==> src/rtl/nimplus_dac_pkg.sv <==
// Shared DAC programming-interface definitions.
// Frame layout, command codes and small helpers for the NIM+ DAC path.
package nimplus_dac_pkg;

  localparam int DAC_FRAME_BITS = 24;

  localparam logic [3:0] CMD_WRITE_UPDATE = 4'h3;
  localparam logic [3:0] ADDR_ALL         = 4'hF;

  typedef struct packed {
    logic [3:0]  cmd;
    logic [3:0]  addr;
    logic [11:0] data;
    logic [3:0]  pad;
  } dac_frame_t;

  typedef enum logic [2:0] {
    ST_WAIT_IDLE,
    ST_IDLE,
    ST_SHIFT,
    ST_OVERRUN,
    ST_CHECK
  } mon_state_t;

  function automatic logic [15:0] sat_inc(
    input logic [15:0] v
  );
    return (v == 16'hFFFF) ? v : v + 16'd1;
  endfunction

endpackage

==> src/rtl/sync_edge_detect.sv <==
// Multi-stage input synchroniser with edge flags.
// Edges compare the last stage with one further registered copy.
module sync_edge_detect #(
  parameter int   STAGES  = 2,
  parameter logic RST_VAL = 1'b0
) (
  input  logic clk,
  input  logic reset,
  input  logic d,
  output logic q,
  output logic rise,
  output logic fall
);

  logic [STAGES-1:0] r_sync;
  logic              r_prev;

  always_ff @(posedge clk or posedge reset) begin
    if (reset) begin
      r_sync <= {STAGES{RST_VAL}};
      r_prev <= RST_VAL;
    end else begin
      r_sync <= {r_sync[STAGES-2:0], d};
      r_prev <= r_sync[STAGES-1];
    end
  end

  assign q    = r_sync[STAGES-1];
  assign rise = q & ~r_prev;
  assign fall = ~q & r_prev;

endmodule

==> src/rtl/dac_serial_monitor.sv <==
// Passive DAC serial-bus monitor: deserialises frames off the
// SCLK/NSYNC/DIN taps and keeps shadow copies of programmed codes.
module dac_serial_monitor
  import nimplus_dac_pkg::*;
#(
  parameter int FRAME_BITS  = DAC_FRAME_BITS,
  parameter int N_CH        = 8,
  parameter int DATA_BITS   = 12,
  parameter int SYNC_STAGES = 2
) (
  input  logic                      clk,
  input  logic                      reset,
  input  logic                      dac_sclk,
  input  logic                      dac_nsync,
  input  logic                      dac_din,
  output logic                      frame_valid,
  output logic [FRAME_BITS-1:0]     frame_word,
  output logic [3:0]                frame_cmd,
  output logic [3:0]                frame_addr,
  output logic [DATA_BITS-1:0]      frame_data,
  output logic                      frame_err,
  output logic [N_CH*DATA_BITS-1:0] shadow,
  output logic [15:0]               frame_count,
  output logic [15:0]               err_count,
  output logic                      busy
);

  localparam int CW = $clog2(FRAME_BITS + 1);
  localparam int WW = $clog2(SYNC_STAGES + 1);
  localparam logic [CW-1:0] CNT_FULL = CW'(FRAME_BITS);
  localparam logic [WW-1:0] WAIT_MAX = WW'(SYNC_STAGES);

  logic w_sclk_q, w_sclk_rise, w_sclk_fall;
  logic w_nsync_q, w_nsync_rise, w_nsync_fall;
  logic w_din_q, w_din_rise, w_din_fall;

  sync_edge_detect #(
    .STAGES  (SYNC_STAGES),
    .RST_VAL (1'b1)
  ) u_sync_sclk (
    .clk   (clk),
    .reset (reset),
    .d     (dac_sclk),
    .q     (w_sclk_q),
    .rise  (w_sclk_rise),
    .fall  (w_sclk_fall)
  );

  sync_edge_detect #(
    .STAGES  (SYNC_STAGES),
    .RST_VAL (1'b1)
  ) u_sync_nsync (
    .clk   (clk),
    .reset (reset),
    .d     (dac_nsync),
    .q     (w_nsync_q),
    .rise  (w_nsync_rise),
    .fall  (w_nsync_fall)
  );

  sync_edge_detect #(
    .STAGES  (SYNC_STAGES),
    .RST_VAL (1'b0)
  ) u_sync_din (
    .clk   (clk),
    .reset (reset),
    .d     (dac_din),
    .q     (w_din_q),
    .rise  (w_din_rise),
    .fall  (w_din_fall)
  );

  mon_state_t            r_state, w_next;
  logic [CW-1:0]         r_cnt, w_cnt_nxt;
  logic [FRAME_BITS-1:0] r_shreg, w_sh_nxt;
  logic                  r_ovr, w_ovr_nxt;
  logic [WW-1:0]         r_wcnt, w_wcnt_nxt;
  logic                  w_good, w_bad;
  dac_frame_t            w_frm;

  logic                      r_valid, r_err;
  logic [FRAME_BITS-1:0]     r_word;
  logic [N_CH*DATA_BITS-1:0] r_shadow;
  logic [15:0]               r_fcnt, r_ecnt;

  assign w_frm = dac_frame_t'(r_shreg[FRAME_BITS-1 -: $bits(dac_frame_t)]);

  always_comb begin
    w_next     = r_state;
    w_cnt_nxt  = r_cnt;
    w_sh_nxt   = r_shreg;
    w_ovr_nxt  = r_ovr;
    w_wcnt_nxt = r_wcnt;
    w_good     = 1'b0;
    w_bad      = 1'b0;
    unique case (r_state)
      // Sync flops reset high, so let them refill with real pin
      // levels before trusting nsync; a frame in flight is dropped.
      ST_WAIT_IDLE: begin
        if (r_wcnt != WAIT_MAX) begin
          w_wcnt_nxt = r_wcnt + 1'b1;
        end else if (w_nsync_q) begin
          w_next = ST_IDLE;
        end
      end
      ST_IDLE: begin
        if (w_nsync_fall) begin
          w_next    = ST_SHIFT;
          w_cnt_nxt = '0;
          w_sh_nxt  = '0;
          w_ovr_nxt = 1'b0;
        end
      end
      ST_SHIFT: begin
        if (w_nsync_rise) begin
          w_next = ST_CHECK;
        end else if (w_sclk_fall) begin
          if (r_cnt == CNT_FULL) begin
            w_next    = ST_OVERRUN;
            w_ovr_nxt = 1'b1;
          end else begin
            w_sh_nxt  = {r_shreg[FRAME_BITS-2:0], w_din_q};
            w_cnt_nxt = r_cnt + 1'b1;
          end
        end
      end
      ST_OVERRUN: begin
        if (w_nsync_rise) begin
          w_next = ST_CHECK;
        end
      end
      ST_CHECK: begin
        w_next = ST_IDLE;
        if (r_cnt == CNT_FULL && !r_ovr) begin
          w_good = 1'b1;
        end else begin
          w_bad = 1'b1;
        end
      end
      default: w_next = ST_WAIT_IDLE;
    endcase
  end

  always_ff @(posedge clk or posedge reset) begin
    if (reset) begin
      r_state <= ST_WAIT_IDLE;
      r_cnt   <= '0;
      r_shreg <= '0;
      r_ovr   <= 1'b0;
      r_wcnt  <= '0;
    end else begin
      r_state <= w_next;
      r_cnt   <= w_cnt_nxt;
      r_shreg <= w_sh_nxt;
      r_ovr   <= w_ovr_nxt;
      r_wcnt  <= w_wcnt_nxt;
    end
  end

  always_ff @(posedge clk or posedge reset) begin
    if (reset) begin
      r_valid  <= 1'b0;
      r_err    <= 1'b0;
      r_word   <= '0;
      r_shadow <= '0;
      r_fcnt   <= '0;
      r_ecnt   <= '0;
    end else begin
      r_valid <= w_good;
      r_err   <= w_bad;
      if (w_good) begin
        r_word <= r_shreg;
        r_fcnt <= sat_inc(r_fcnt);
        if (w_frm.cmd == CMD_WRITE_UPDATE) begin
          for (int k = 0; k < N_CH; k++) begin
            if (w_frm.addr == ADDR_ALL || w_frm.addr == 4'(k)) begin
              r_shadow[k*DATA_BITS +: DATA_BITS] <=
                DATA_BITS'(w_frm.data);
            end
          end
        end
      end
      if (w_bad) begin
        r_ecnt <= sat_inc(r_ecnt);
      end
    end
  end

  assign frame_valid = r_valid;
  assign frame_err   = r_err;
  assign frame_word  = r_word;
  assign frame_cmd   = r_word[FRAME_BITS-1 -: 4];
  assign frame_addr  = r_word[FRAME_BITS-5 -: 4];
  assign frame_data  = r_word[FRAME_BITS-9 -: DATA_BITS];
  assign shadow      = r_shadow;
  assign frame_count = r_fcnt;
  assign err_count   = r_ecnt;
  assign busy        = (r_state == ST_SHIFT) ||
                       (r_state == ST_OVERRUN);

  logic w_unused;
  assign w_unused = &{1'b0, w_sclk_q, w_sclk_rise,
                      w_din_rise, w_din_fall, w_frm.pad};

endmodule

==> config.mk <==
export PLATFORM = sky130hd
export DESIGN_NAME = dac_serial_monitor
export DESIGN_NICKNAME = d
export VERILOG_FILES = /design/src/rtl/nimplus_dac_pkg.sv /design/src/rtl/sync_edge_detect.sv /design/src/rtl/dac_serial_monitor.sv
export SDC_FILE = /design/constraint.sdc
export NUM_CORES = 1
export LEC_CHECK = 0
export CORE_MARGIN = 2
export CORE_UTILIZATION = 45
export CTS_CLUSTER_DIAMETER = 80
export DETAILED_ROUTE_END_ITERATION = 7
export PLACE_DENSITY = 0.75
export SLEW_MARGIN = 20
export SYNTH_ARGS = -nofsm -noshare
export SYNTH_HDL_FRONTEND = slang
export SYNTH_SLANG_ARGS = --single-unit
==> constraint.sdc <==
create_clock -name clk -period 8 [get_ports clk]
set_input_delay 2.4 -clock clk [delete_from_list [all_inputs] [get_ports clk]]
set_output_delay 2.4 -clock clk [all_outputs]
set_load 0.02 [all_outputs]
==> out/metrics.yaml, run 1 <==
cells_and_area:
  nets: 734
  syn2layout_area_growth_pct: 30.0
  antennaDiodeCount: 0
  layoutNonFillerInstCount: 962
  layout_top_cells: "dfrtp_1 (191), clkdlybuf4s50_1 (179), mux2_2 (124)"
  fillers: 1302
  final_common_cell: "dfrtp_1"
worst_hold_path:
  hold_path_startpoint: "u_sync_sclk.r_sync[0]$_DFF_PP1_"
  hp-class: "register to register"
  hold_path_depth: 0
  worst_hold_path.endpoint: "u_sync_sclk.r_sync[1]$_DFF_PP1_"
global_routing:
  grt_pass1_vias: 5158
  grt_pass1_wl_mm: 27.7
  gr-total-overflow: 0
  grt_max_degree: 128
  antenna_found_initial: 0
placed_design:
  finalWeightedCongestion: 0.834
  dp_slack_ns: 3.50
  port_buffers: 179
  dp_hpwl_mm: 11.7
die:
  dieArea_mm2: 0.0189
  die_x_um: 137
  ioPinCount: 180
  die-height_um: 137
  core_region_area_mm2: 0.0174
  rows: 48
  initCoreUtil: 0.461
synthesis:
  synth-edff-count: 0
  mux_share: 0.176
  synthSimpleGateAreaFrac: 0.0750
  synthXorXnorAreaFrac: 0.0372
  syn_area_per_cell_um2: 13.9
  syn_area_mm2: 0.00801
  ys.warnings.count: 0
  async_flop_share: 1.00
  yosysSeqAreaShare: 0.617
  top_logic_kind: "multiplexers"
  ys_types: 46
  ys_cells: 577
  ys_sh_aoi: 0.0466
  ys_ff: 197
  flop_cell: "dfrtp_1"
  syn_inst: 577
  ys_sh_adder: 0.00781
  ys_chip_area_mm2: 0.00801
critical_path:
  crit_buf_inv: 1
  path_delay_family: "buffers and inverters"
  crit_chain: "and2b_1 > clkdlybuf4s50_1"
  r2r-end: "shadow[86]$_DFFE_PP0P_"
  worstPathArrival_ns: 1.84
  rrSetupSlack_ns: 4.66
  r2r_cells: 7
  path_depth: 2
  cp-end-kind: "primary output"
  crit_start: "r_state[2]$_DFFE_PP0P_"
  worstReg2RegStart: "r_cnt[0]$_DFFE_PP0P_"
  cp_slowest_cell: "clkdlybuf4s50_1"
  path_max_fanout: 8
  crit_path_max_incr_delay_ns: 0.64
  start_kind: "register"
  worstPathRequired_ns: 5.60
pwr:
  pwr-share-seq: 0.517
  peakVddDrop_uv: 157
  clkPwrFrac: 0.413
  intPower_mw: 1.53
  p_comb_frac: 0.070
  p_per_area_mw_per_mm2: 194
  switching_share: 0.245
  p_leak_nw: 4.81
job:
  warnings: 29
  max_cap_violations: 0
final_timing:
  timing.final.hold_violations: 0
  rsz0062_at_grt: "no"
  worst_slack_ns: 3.76
  fin_crit_sh: 0.529
  min_period_ns: 4.24
  slew_headroom: 0.377
  finalMaxSlewViolations: 0
  fin_skew_ns: 0.0106
  fin_setup_tns_ns: 0
  tightest_slew_ns: 0.932
  timing.fmax_mhz: 236
route:
  top_layer: "met4"
  drc_errors: 0
  antenna_left: 0
  wl_met1_mm: 7.74
  vias_per_cell: 5.32
  wl_met3_um: 679
  met2WireLength_mm: 8.88
  drt_iter0_drc: 285
  drt_pass1_iterations: 6
cts:
  cts_resized: 0
  cts_tree: "done"
  cts.htree.levels: 4
  post_cts_buffers: 0
  root_buffer: "clkbuf_16"
  cts_buffers: 17
  cts_hold_buf: 0
  cts.sink_count: 197
  insertion_delay_ns: 0.43
outcome:
  outcome: "finished clean"
[run 1: synth_stat cells, types with 3 or more instances]
master	number	area, um^2
dfrtp_1	191	4780
nand2_1	22	82.6
a22o_1	27	236
o21ai_0	7	35.0
inv_1	7	26.3
nor4_1	4	25.0
nand3_1	13	65.1
buf_4	22	165
and4_1	4	35.0
nand2b_1	5	31.3
a211oi_1	3	22.5
ha_1	5	62.6
mux2_2	124	1400
and3_1	7	43.8
nor3_1	11	55.1
buf_2	3	15.0
clkbuf_1	24	90.1
xor2_1	12	105
xnor2_1	22	193
buf_1	3	11.3
nor2_1	12	45.0
dfstp_2	6	158
nand4_1	13	81.3
[run 1: power groups by stage]
stage / clock network [mW] / registers, mW / logic (mW)
final: 0.837 / 1.05 / 0.141
after global routing: 0.896 / 1.05 / 0.157
after CTS: 0.852 / 1.05 / 0.142
after detailed placement: 0 / 1.06 / 0.142
after global placement: 0 / 1.06 / 0.133
after floorplan: 0 / 1.06 / 0.0949
[run 1: per-layer routing]
metal,vias up,global-route usage
met4,0,0.0596
met3,15,0.0353
met5,-,0
met1,2649,0.258
met2,137,0.317
li1,2319,-
[run 1: metrics by stage]
stage	util	hold WS, ns	power, mW	area [um^2]
2_1_floorplan	-	0.331	1.16	8010
3_3_place_gp	0.566	0.336	1.20	9820
6_report	0.600	0.353	2.02	10400
3_5_place_dp	0.566	0.340	1.21	9820
4_1_cts	0.599	0.353	2.04	10400
5_1_grt	0.600	0.360	2.10	10400
[run 1: layout make-up]
cell class / instances / area (um^2) / area share
Clock buffer: 20 / 467 / 0.0448
Clock inverter: 12 / 119 / 0.0114
Inverter: 7 / 33.8 / 0.00324
Multi-Input combinational cell: 319 / 2760 / 0.265
Sequential cell: 197 / 4940 / 0.474
Tap cell: 225 / 282 / 0.0270
Timing Repair Buffer: 182 / 1810 / 0.174
### Power grid, run 1

The bar under the picture is 50 um long. Pins as bars on the die edge.
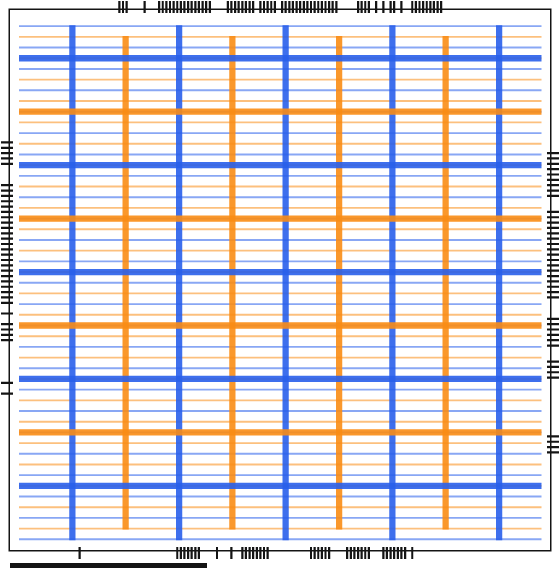
VDD -> orange
VSS -> blue
met1 rails = 49
met5 straps = 9
rows = 48
signal pins = 180

### Cells colored by class, run 1

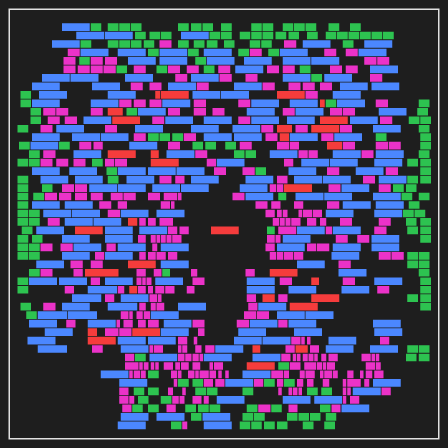
flops -> blue  # cells 197, share of their area 49%
combinational and other logic -> magenta  # cells 326, share of their area 28%
clock drivers and dummy loads -> red  # cells 32, share of their area 5.8%
other buffers and delay cells -> green  # cells 182, share of their area 18%

### Routed clock nets over the placement, run 1

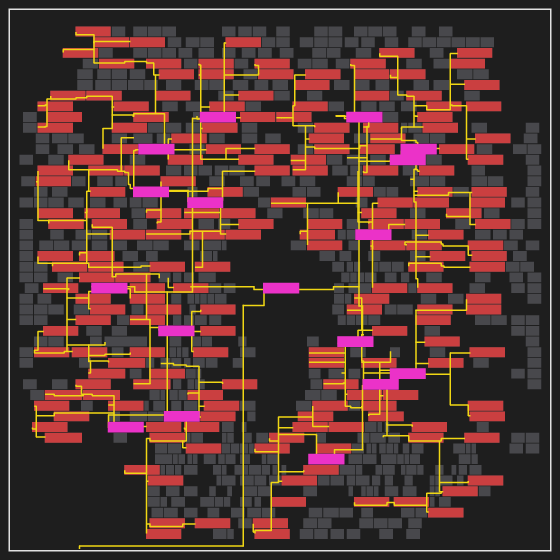
flip-flops -> red  # count 197
clock drivers -> magenta  # count 17
clock wires -> yellow  # length 2,080 um
routed clock nets = 18
flops lie = all over the die

### Signal wires by layer, run 1

The bar under the picture is 50 um long.
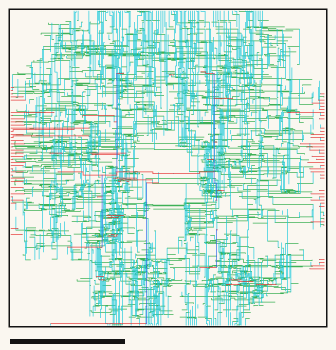
metal 3 -> red  # wire length 679 um
metal 2 -> cyan  # wire length 8,880 um
metal 4 -> blue  # wire length 208 um
metal 1 -> green  # wire length 7,740 um
vias post-DR: 5,120
final wirelength: 17.5 mm
GRT Total Usage: 0.192
routed length per placed instance: 18.2 um

--- run 2 (diff from run 1) ---
--- a/config.mk
+++ b/config.mk
@@ -6,10 +6,10 @@
 export NUM_CORES = 1
 export LEC_CHECK = 0
 export CORE_MARGIN = 2
-export CORE_UTILIZATION = 45
+export CORE_UTILIZATION = 50
 export CTS_CLUSTER_DIAMETER = 80
 export DETAILED_ROUTE_END_ITERATION = 7
-export PLACE_DENSITY = 0.75
+export PLACE_DENSITY = 0.79
 export SLEW_MARGIN = 20
 export SYNTH_ARGS = -nofsm -noshare
 export SYNTH_HDL_FRONTEND = slang
==> constraint.sdc (replaced) <==
create_clock -name clk -period 4.3 [get_ports clk]
set_input_delay 1.29 -clock clk [delete_from_list [all_inputs] [get_ports clk]]
set_output_delay 1.29 -clock clk [all_outputs]
set_load 0.02 [all_outputs]
### Signal wires by layer, run 2

The bar under the picture is 50 um long.
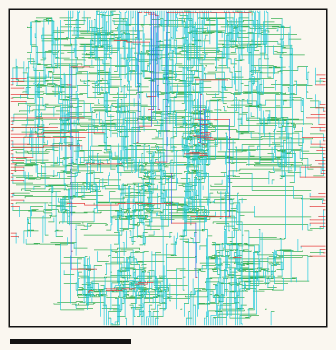
metal 4 -> blue  # wire length 474 um
metal 2 -> cyan  # wire length 8,630 um
metal 3 -> red  # wire length 674 um
metal 1 -> green  # wire length 7,790 um

==> run 2 against run 1 <==
Compared with the run above:
- largest cell class unchanged
- largest power group unchanged
- non-clock buffer count increased by 2
- worst setup slack worse by 2.6 ns
- sequential share of layout area fell by 0.051 points
- critical path type unchanged
==> out/metrics.yaml, run 2 <==
critical_path:
  worst-setup-path-type: "register to primary output"
  crit_path_max_incr_delay_ns: 0.66  # +0.02 ns
  crit_start: "r_state[2]$_DFFE_PP0P_"
  worstPathRequired_ns: 3.01  # -2.59 ns
  worstPathArrival_ns: 1.81  # -0.03 ns
  path_max_fanout: 8  # unchanged
  cp_slowest_cell: "clkdlybuf4s50_1"
  worstReg2RegStart: "r_cnt[0]$_DFFE_PP0P_"
  path_delay_family: "buffers and inverters"
  cp-end-kind: "primary output"
  start_kind: "register"
  crit_buf_inv: 1  # unchanged
  crit_chain: "and2b_1 > clkdlybuf4s50_1"
route:
  drc_errors: 0  # unchanged
  drt_pass1_iterations: 4  # -2
  wl_per_cell_um: 18.4  # +1.1%
  antenna_left: 0  # unchanged
  vias_per_cell: 5.33  # +0.10%
  vias: 5088  # -0.63%
  wl_mm: 17.6  # +0.37%
  drt_iter0_drc: 288  # +1.1%
placed_design:
  dp_hpwl_mm: 11.8  # +0.18%
  place_inst: 922
  finalWeightedCongestion: 0.836  # +0.26%
  port_buffers: 179  # unchanged
  place_area_mm2: 0.00982  # about the same
  dp_slack_ns: 1.26  # -2.25 ns
cts:
  cts_hold_buf: 0  # unchanged
  cts_resized: 0  # unchanged
  clk_pin_slew_ns: 0.06
  cts_tree: "done"
  cts.sink_count: 197  # unchanged
  post_cts_buffers: 0  # unchanged
  cts.htree.levels: 4  # unchanged
  cts_buffers: 17  # unchanged
  clk_path_buf_depth: 2
  root_buffer: "clkbuf_16"
synthesis:
  top_logic_kind: "multiplexers"
  synthXorXnorAreaFrac: 0.0372  # unchanged
  ys_top_cells_by_count: "dfrtp_1 (191), mux2_2 (124), a22o_1 (27)"
  ys_sh_aoi: 0.0466  # unchanged
  ys_cells: 577  # unchanged
  yosys-top-cells-area: "dfrtp_1 (60%), mux2_2 (17%), a22o_1 (3.0%)"
  most_common_cell: "dfrtp_1"
  synth-edff-count: 0  # unchanged
  flop_cell: "dfrtp_1"
  mux_share: 0.176  # unchanged
  ys.warnings.count: 0  # unchanged
  ys_types: 46  # unchanged
  syn_area_per_cell_um2: 13.9  # unchanged
  largest_area_cell: "dfrtp_1"
  synth_nets: 587
  async_flop_share: 1.00  # unchanged
  top_cell_area_share: 0.597  # unchanged
  ys_ff: 197  # unchanged
  syn_area_mm2: 0.00801  # unchanged
  ys_sh_adder: 0.00781  # unchanged
  synthSimpleGateAreaFrac: 0.0750  # unchanged
  syn_inst: 577  # unchanged
  ys_chip_area_mm2: 0.00801  # unchanged
  yosysSeqAreaShare: 0.617  # unchanged
outcome:
  outcome: "finished clean"
global_routing:
  antenna_found_initial: 0  # unchanged
  grt_pass1_wl_mm: 27.8  # +0.42%
  gr-total-overflow: 0  # unchanged
  grt_pass1_vias: 5155  # -0.058%
  grt_max_degree: 198  # +55%
  grt_util_all_layers: 0.213  # +0.0211
final_timing:
  fin_setup_tns_ns: 0  # unchanged
  timing.fmax_mhz: 323
  worst_slack_ns: 1.20  # -2.56 ns
  min_period_ns: 3.10
  setup_viol: 0
  finalMaxSlewViolations: 0  # unchanged
  tightest_slew_ns: 1.06  # +0.129 ns
  timing.final.hold_violations: 0  # unchanged
  fin_crit_sh: 0.721
  slew_headroom: 0.289  # -0.0882
  rsz0062_at_grt: "no"
  whs_ns: 0.352  # -0.00132 ns
cells_and_area:
  antennaDiodeCount: 0  # unchanged
  clock_buffers: 20  # unchanged
  logic_gates: 319  # unchanged
  comb_share: 0.264  # -0.00125
  buffers: 184  # +1.1%
  inv_count: 7  # unchanged
  largest_reg_flops: 96
  comb_area_mm2: 0.00275  # -0.36%
  bufAreaShareNonClock: 0.179  # +0.00437
  flop_area_mm2: 0.00494  # unchanged
  drive_above_1_share: 0.238
  seqAreaFraction: 0.474  # -0.000514
  fin_util: 0.661  # +0.0611
  layout_top_cells: "dfrtp_1 (191), clkdlybuf4s50_1 (179), mux2_2 (124)"
  design_area_mm2: 0.0104  # +0.11%
  dominant_cells: "sequential cells"
  fillers: 1113  # -15%
  clk_share: 0.0551  # -0.00114
  final_common_cell: "dfrtp_1"
  syn2layout_area_growth_pct: 30.2
  ff_count: 197  # unchanged
  nets: 736  # +0.27%
  layoutNonFillerInstCount: 955  # -0.73%
pwr:
  total_power_mw: 3.74  # +85%
  intPower_mw: 2.83  # +85%
  peakVddDrop_uv: 267  # +71%
  p_switching_uw: 904
  p_per_area_mw_per_mm2: 359  # +84%
  p_leak_nw: 4.81  # about the same
  switching_share: 0.242  # -0.00272
  pwr-share-seq: 0.521  # +0.004
  p_comb_frac: 0.070  # about the same
die:
  ioPinCount: 180  # unchanged
  core_region_area_mm2: 0.0158  # -9.1%
  dieArea_mm2: 0.0170  # -9.7%
  rows: 46  # -4.2%
  die_x_um: 131  # -5.0%
  tapCellCount: 216  # -4.0%
  die-height_um: 131  # -5.0%
  initCoreUtil: 0.508  # +0.0464
worst_hold_path:
  hold_path_startpoint: "u_sync_din.r_sync[0]$_DFF_PP0_"
  hp-class: "register to register"
job:
  max_cap_violations: 0  # unchanged
  warnings: 29  # unchanged
### Routed clock nets over the placement, run 2

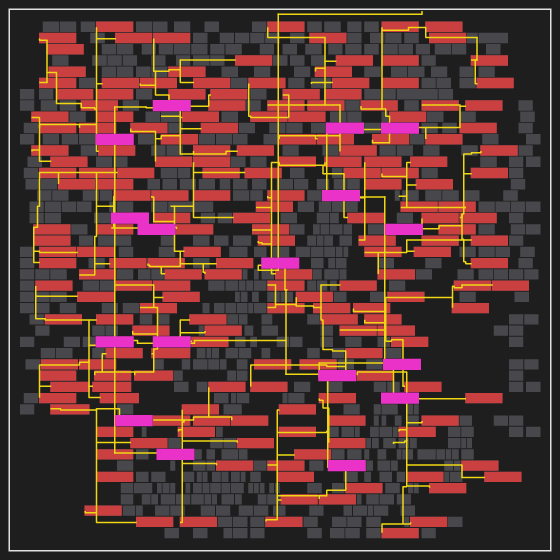
clock wires -> yellow  # length 2,020 um
flip-flops -> red  # count 197
clock drivers -> magenta  # count 17
flops lie = all over the die
Clock Power Share: 0.409
Clock Skew: 0.00889 ns
insertion delay at the late pin of the worst-skew pair: 0.43 ns
P_clk: 1.53 mW

==> run 2: cell counts after synthesis <==
Identical to the previous run, type by type.
==> run 2: worst register-to-register path, stage by stage (launching register included) <==
cell	delay [ns]
dfrtp_1	0.41
inv_1	0.10
ha_1	0.15
nand4b_1	0.22
nor4_1	0.67
nand4_1	0.86
mux2_2	0.57
==> run 2: power groups by stage <==
stage | sequential, mW | combinational, mW | clock [mW]
2_1_floorplan | 1.98 | 0.177 | 0
3_3_place_gp | 1.97 | 0.247 | 0
3_5_place_dp | 1.98 | 0.261 | 0
4_1_cts | 1.95 | 0.262 | 1.56
5_1_grt | 1.95 | 0.290 | 1.65
6_report | 1.95 | 0.262 | 1.53
==> run 2: worst paths after layout <==
path	endpoint	slack [ns]	depth (start not counted)
hold reg to reg	u_sync_din.r_sync[1]$_DFF_PP0_	0.35	0
min in group asynchronous	shadow[8]$_DFFE_PP0P_	1.32	3
max in group asynchronous	u_sync_nsync.r_sync[0]$_DFF_PP1_	2.07	4
setup reg to reg	shadow[41]$_DFFE_PP0P_	1.21	6
hold / removal	u_sync_din.r_sync[1]$_DFF_PP0_	0.35	0
setup / recovery	busy	1.20	2
==> run 2: routing by layer <==
| metal | up-vias | GRT usage | wire, um | share of wire |
|---|---|---|---|---|
| li1 | 2325 | - | - | - |
| met1 | 2589 | 0.294 | 7790 | 0.44 |
| met2 | 144 | 0.332 | 8630 | 0.49 |
| met3 | 30 | 0.0415 | 673 | 0.038 |
| met4 | 0 | 0.0901 | 473 | 0.027 |
| met5 | - | 0 | 0 | 0 |
==> run 2: logic make-up (layout without fill, tap and decap cells) <==
family / count (synthesis) / count (layout)
simple gates: 107 / 107
flops: 197 / 197
buf+inv: 61 / 223
compound gates: 48 / 48
xor+xnor: 34 / 34
mux: 125 / 125
fa+ha+maj: 5 / 5
--- run 3 (diff from run 2) ---
--- a/config.mk
+++ b/config.mk
@@ -6,10 +6,10 @@
 export NUM_CORES = 1
 export LEC_CHECK = 0
 export CORE_MARGIN = 2
-export CORE_UTILIZATION = 50
+export CORE_UTILIZATION = 45
 export CTS_CLUSTER_DIAMETER = 80
 export DETAILED_ROUTE_END_ITERATION = 7
-export PLACE_DENSITY = 0.79
+export PLACE_DENSITY = 0.75
 export SLEW_MARGIN = 20
 export SYNTH_ARGS = -nofsm -noshare
 export SYNTH_HDL_FRONTEND = slang
==> constraint.sdc (replaced) <==
create_clock -name clk -period 2.7 [get_ports clk]
set_input_delay 0.81 -clock clk [delete_from_list [all_inputs] [get_ports clk]]
set_output_delay 0.81 -clock clk [all_outputs]
set_load 0.02 [all_outputs]
### Routing congestion, run 3

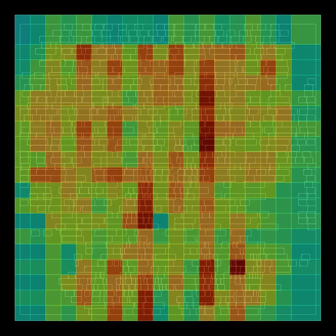
met3 Track Usage GR: 0.0401
grt met1 use: 0.272
GRT Total Usage: 0.201
met2 usage: 0.328
routed length per placed instance: 18.7 um

==> run 3 against run 2 <==
Compared with the run above:
- final cell count rose by 2.5%
- area after synthesis did not move
- worst setup slack got worse by 0.95 ns
- power rose by 62%
- combinational power rose by 68%
- sequential share of layout area fell by 0.61 points
- first-iteration DRC count rose by 11%
- largest cell class unchanged
==> out/metrics.yaml, run 3 <==
critical_path:
  crit_start: "r_state[0]$_DFFE_PP0P_"
  worstReg2RegStart: "r_state[0]$_DFFE_PP0P_"
  crit_chain: "or3b_1 > or3_4 > buf_4 > nor3_2 > buf_4 > mux2_2"
  r2r-end: "shadow[33]$_DFFE_PP0P_"
  crit_path_max_incr_delay_ns: 0.46  # -0.20 ns
  worstPathRequired_ns: 3.02  # about the same
  crit_buf_inv: 2  # +1
  rrSetupSlack_ns: 0.25  # -0.96 ns
  path_max_fanout: 29  # +21
  path_delay_family: "simple AND/OR/NAND/NOR gates"
  cp_slowest_cell: "dfrtp_1"
  critPathMostFrequentCell: "buf_4"
  worstPathArrival_ns: 2.76  # +0.95 ns
  start_kind: "register"
  cp-end-kind: "register"
  worst-setup-path-type: "register to register"
  r2r_cells: 6  # unchanged
synthesis:
  flop_cell: "dfrtp_1"
  ys_types: 46  # unchanged
  ys_cells: 577  # unchanged
  syn_area_per_cell_um2: 13.9  # unchanged
  ys_chip_area_mm2: 0.00801  # unchanged
  yosysSeqAreaShare: 0.617  # unchanged
  async_flop_share: 1.00  # unchanged
  top_cell_area_share: 0.597  # unchanged
  synth-edff-count: 0  # unchanged
  most_common_cell: "dfrtp_1"
  ys.warnings.count: 0  # unchanged
  ys_top_cells_by_count: "dfrtp_1 (191), mux2_2 (124), a22o_1 (27)"
  largest_area_cell: "dfrtp_1"
  synth_nets: 587  # unchanged
  ys_ff: 197  # unchanged
  syn_inst: 577  # unchanged
  syn_area_mm2: 0.00801  # unchanged
  yosys-top-cells-area: "dfrtp_1 (60%), mux2_2 (17%), a22o_1 (3.0%)"
cells_and_area:
  drive_above_1_share: 0.249  # +0.0112
  syn2layout_area_growth_pct: 31.8
  layout_top_cells: "dfrtp_1 (191), clkdlybuf4s50_1 (178), mux2_2 (124)"
  largest_reg_flops: 96  # unchanged
  antennaDiodeCount: 0  # unchanged
  nets: 751  # +2.0%
  final_common_cell: "dfrtp_1"
die:
  die-height_um: 137  # +5.2%
  die_x_um: 137  # +5.2%
  dieArea_mm2: 0.0189  # +11%
  core_region_area_mm2: 0.0174  # +10%
  ioPinCount: 180  # unchanged
  initCoreUtil: 0.461  # -0.0464
  rows: 48  # +4.3%
pwr:
  p_leak_nw: 4.90  # +1.9%
  p_per_area_mw_per_mm2: 572  # +60%
  total_power_mw: 6.04  # +62%
  p_switching_mw: 1.47  # +63%
  switching_share: 0.244  # +0.00165
  peakVddDrop_uv: 461  # +72%
  power.group.top: "sequential cells"
  pwr-share-seq: 0.513  # -0.008
  clock_net_power_mw: 2.51  # +64%
  pg_comb_uw: 439  # +68%
  p_comb_frac: 0.073  # +0.003
  clkPwrFrac: 0.415  # +0.006
  seq-power_mw: 3.10  # +59%
  intPower_mw: 4.57  # +61%
cts:
  cts_buffers: 17  # unchanged
  insertion_delay_ns: 0.43  # about the same
  clk_pin_slew_ns: 0.07  # about the same
  post_cts_buffers: 0  # unchanged
  clk_path_buf_depth: 2  # unchanged
  cts.sink_count: 197  # unchanged
  cts_tree: "done"
  cts_hold_buf: 0  # unchanged
  cts.htree.levels: 4  # unchanged
  cts_resized: 0  # unchanged
  root_buffer: "clkbuf_16"
global_routing:
  gr-total-overflow: 0  # unchanged
  busiest_layer: "met2"
  grt_pass1_wl_mm: 28.9  # +3.9%
  antenna_found_initial: 0  # unchanged
  grt_max_degree: 56  # -72%
  grt_pass1_vias: 5301  # +2.8%
final_timing:
  whs_ns: 0.356  # +0.00382 ns
  slew_headroom: 0.344  # +0.0552
  tightest_slew_ns: 0.984  # -0.0772 ns
  rsz0062_at_grt: "no"
  timing.fmax_mhz: 409
  fin_crit_sh: 0.906
  fin_skew_ns: 0.00911  # +0.000221 ns
  finalMaxSlewViolations: 0  # unchanged
  timing.final.hold_violations: 0  # unchanged
  setup_viol: 0  # unchanged
  min_period_ns: 2.45
route:
  wl_mm: 18.4  # +4.5%
  antenna_left: 0  # unchanged
  drt_pass1_iterations: 4  # unchanged
  top_layer: "met4"
  vias: 5236  # +2.9%
  drt_iter0_drc: 321  # +11%
  wl_met1_mm: 8.06  # +3.5%
  vias_per_cell: 5.35  # +0.39%
  met2WireLength_mm: 9.20  # +6.6%
  drc_errors: 0  # unchanged
  wl_met3_um: 846  # +26%
placed_design:
  finalWeightedCongestion: 0.840  # +0.56%
  port_buffers: 179  # unchanged
  dp_hpwl_mm: 12.6  # +7.5%
outcome:
  outcome: "finished clean"
worst_hold_path:
  hp-class: "register to register"
  hold_path_depth: 0  # unchanged
  worst_hold_path.endpoint: "u_sync_nsync.r_sync[1]$_DFF_PP1_"
  hold_path_startpoint: "u_sync_nsync.r_sync[0]$_DFF_PP1_"
job:
  max_cap_violations: 0  # unchanged
  warnings: 28  # -3.4%
### Cells colored by class, run 3

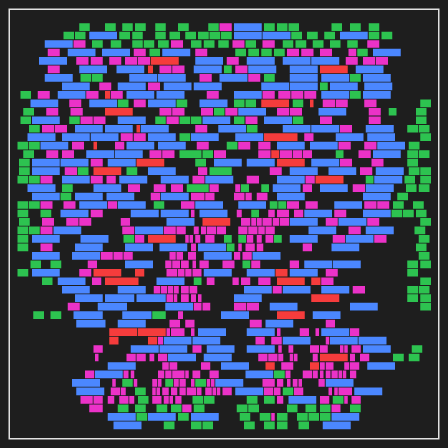
combinational and other logic -> magenta  # cells 326, share of their area 27%
other buffers and delay cells -> green  # cells 199, share of their area 19%
flops -> blue  # cells 197, share of their area 48%
clock drivers and dummy loads -> red  # cells 32, share of their area 5.6%

run 3: netlist changes by cell type in the layout (fill, tap and decap cells not counted), sizes merged:
cell / change
bufinv: +1
buf: +15
clkdlybuf4s50: -1
clkinv: +1
dlymetal6s2s: +1
clkinvlp: -2
run 3: final cells by class:
type | count | area, um^2
fill | 1317 | 6800
sequential | 197 | 4940
multi-input combinational | 319 | 2750
timing repair buffer | 199 | 1980
clock buffer | 20 | 437
tap | 225 | 282
clock inverter | 12 | 141
inverter | 7 | 30.0
run 3: how the worst max path moves through the flow:
stage	endpoint	slack [ns]	depth (start not counted)
floorplan	err_count[0]$_DFFE_PP0P_	-0.65	1
global placement	shadow[50]$_DFFE_PP0P_	0.32	6
detailed placement	shadow[53]$_DFFE_PP0P_	0.25	6
CTS	busy	0.04	2
global route	frame_count[14]$_DFFE_PP0P_	0.14	6
finish	shadow[33]$_DFFE_PP0P_	0.25	6
run 3: cell families (layout without fill, tap and decap cells):
| kind of cell | after synthesis | after routing | share of synthesized area |
|---|---|---|---|
| adder cells (fa/ha/maj) | 5 | 5 | 0.00781 |
| flip-flops | 197 | 197 | 0.617 |
| XOR/XNOR | 34 | 34 | 0.0372 |
| multiplexers | 125 | 125 | 0.176 |
| AND/OR/NAND/NOR | 107 | 107 | 0.0750 |
| AND-OR/OR-AND | 48 | 48 | 0.0466 |
| buffers and inverters | 61 | 238 | 0.0413 |
run 3: metrics by stage:
stage / instance area, um^2 / std cells / TNS, ns / setup slack (ns) / utilization
after detailed placement: 9980 / 947 / 0 / 0.248 / 0.575
after floorplan: 8010 / 577 / -124.47 / -0.651 / -
after global placement: 9980 / 947 / 0 / 0.318 / 0.575
final: 10600 / 979 / 0 / 0.253 / 0.608
after global routing: 10600 / 979 / 0 / 0.142 / 0.608
after CTS: 10600 / 979 / 0 / 0.0390 / 0.608
Power and IR drop assume default switching activity.
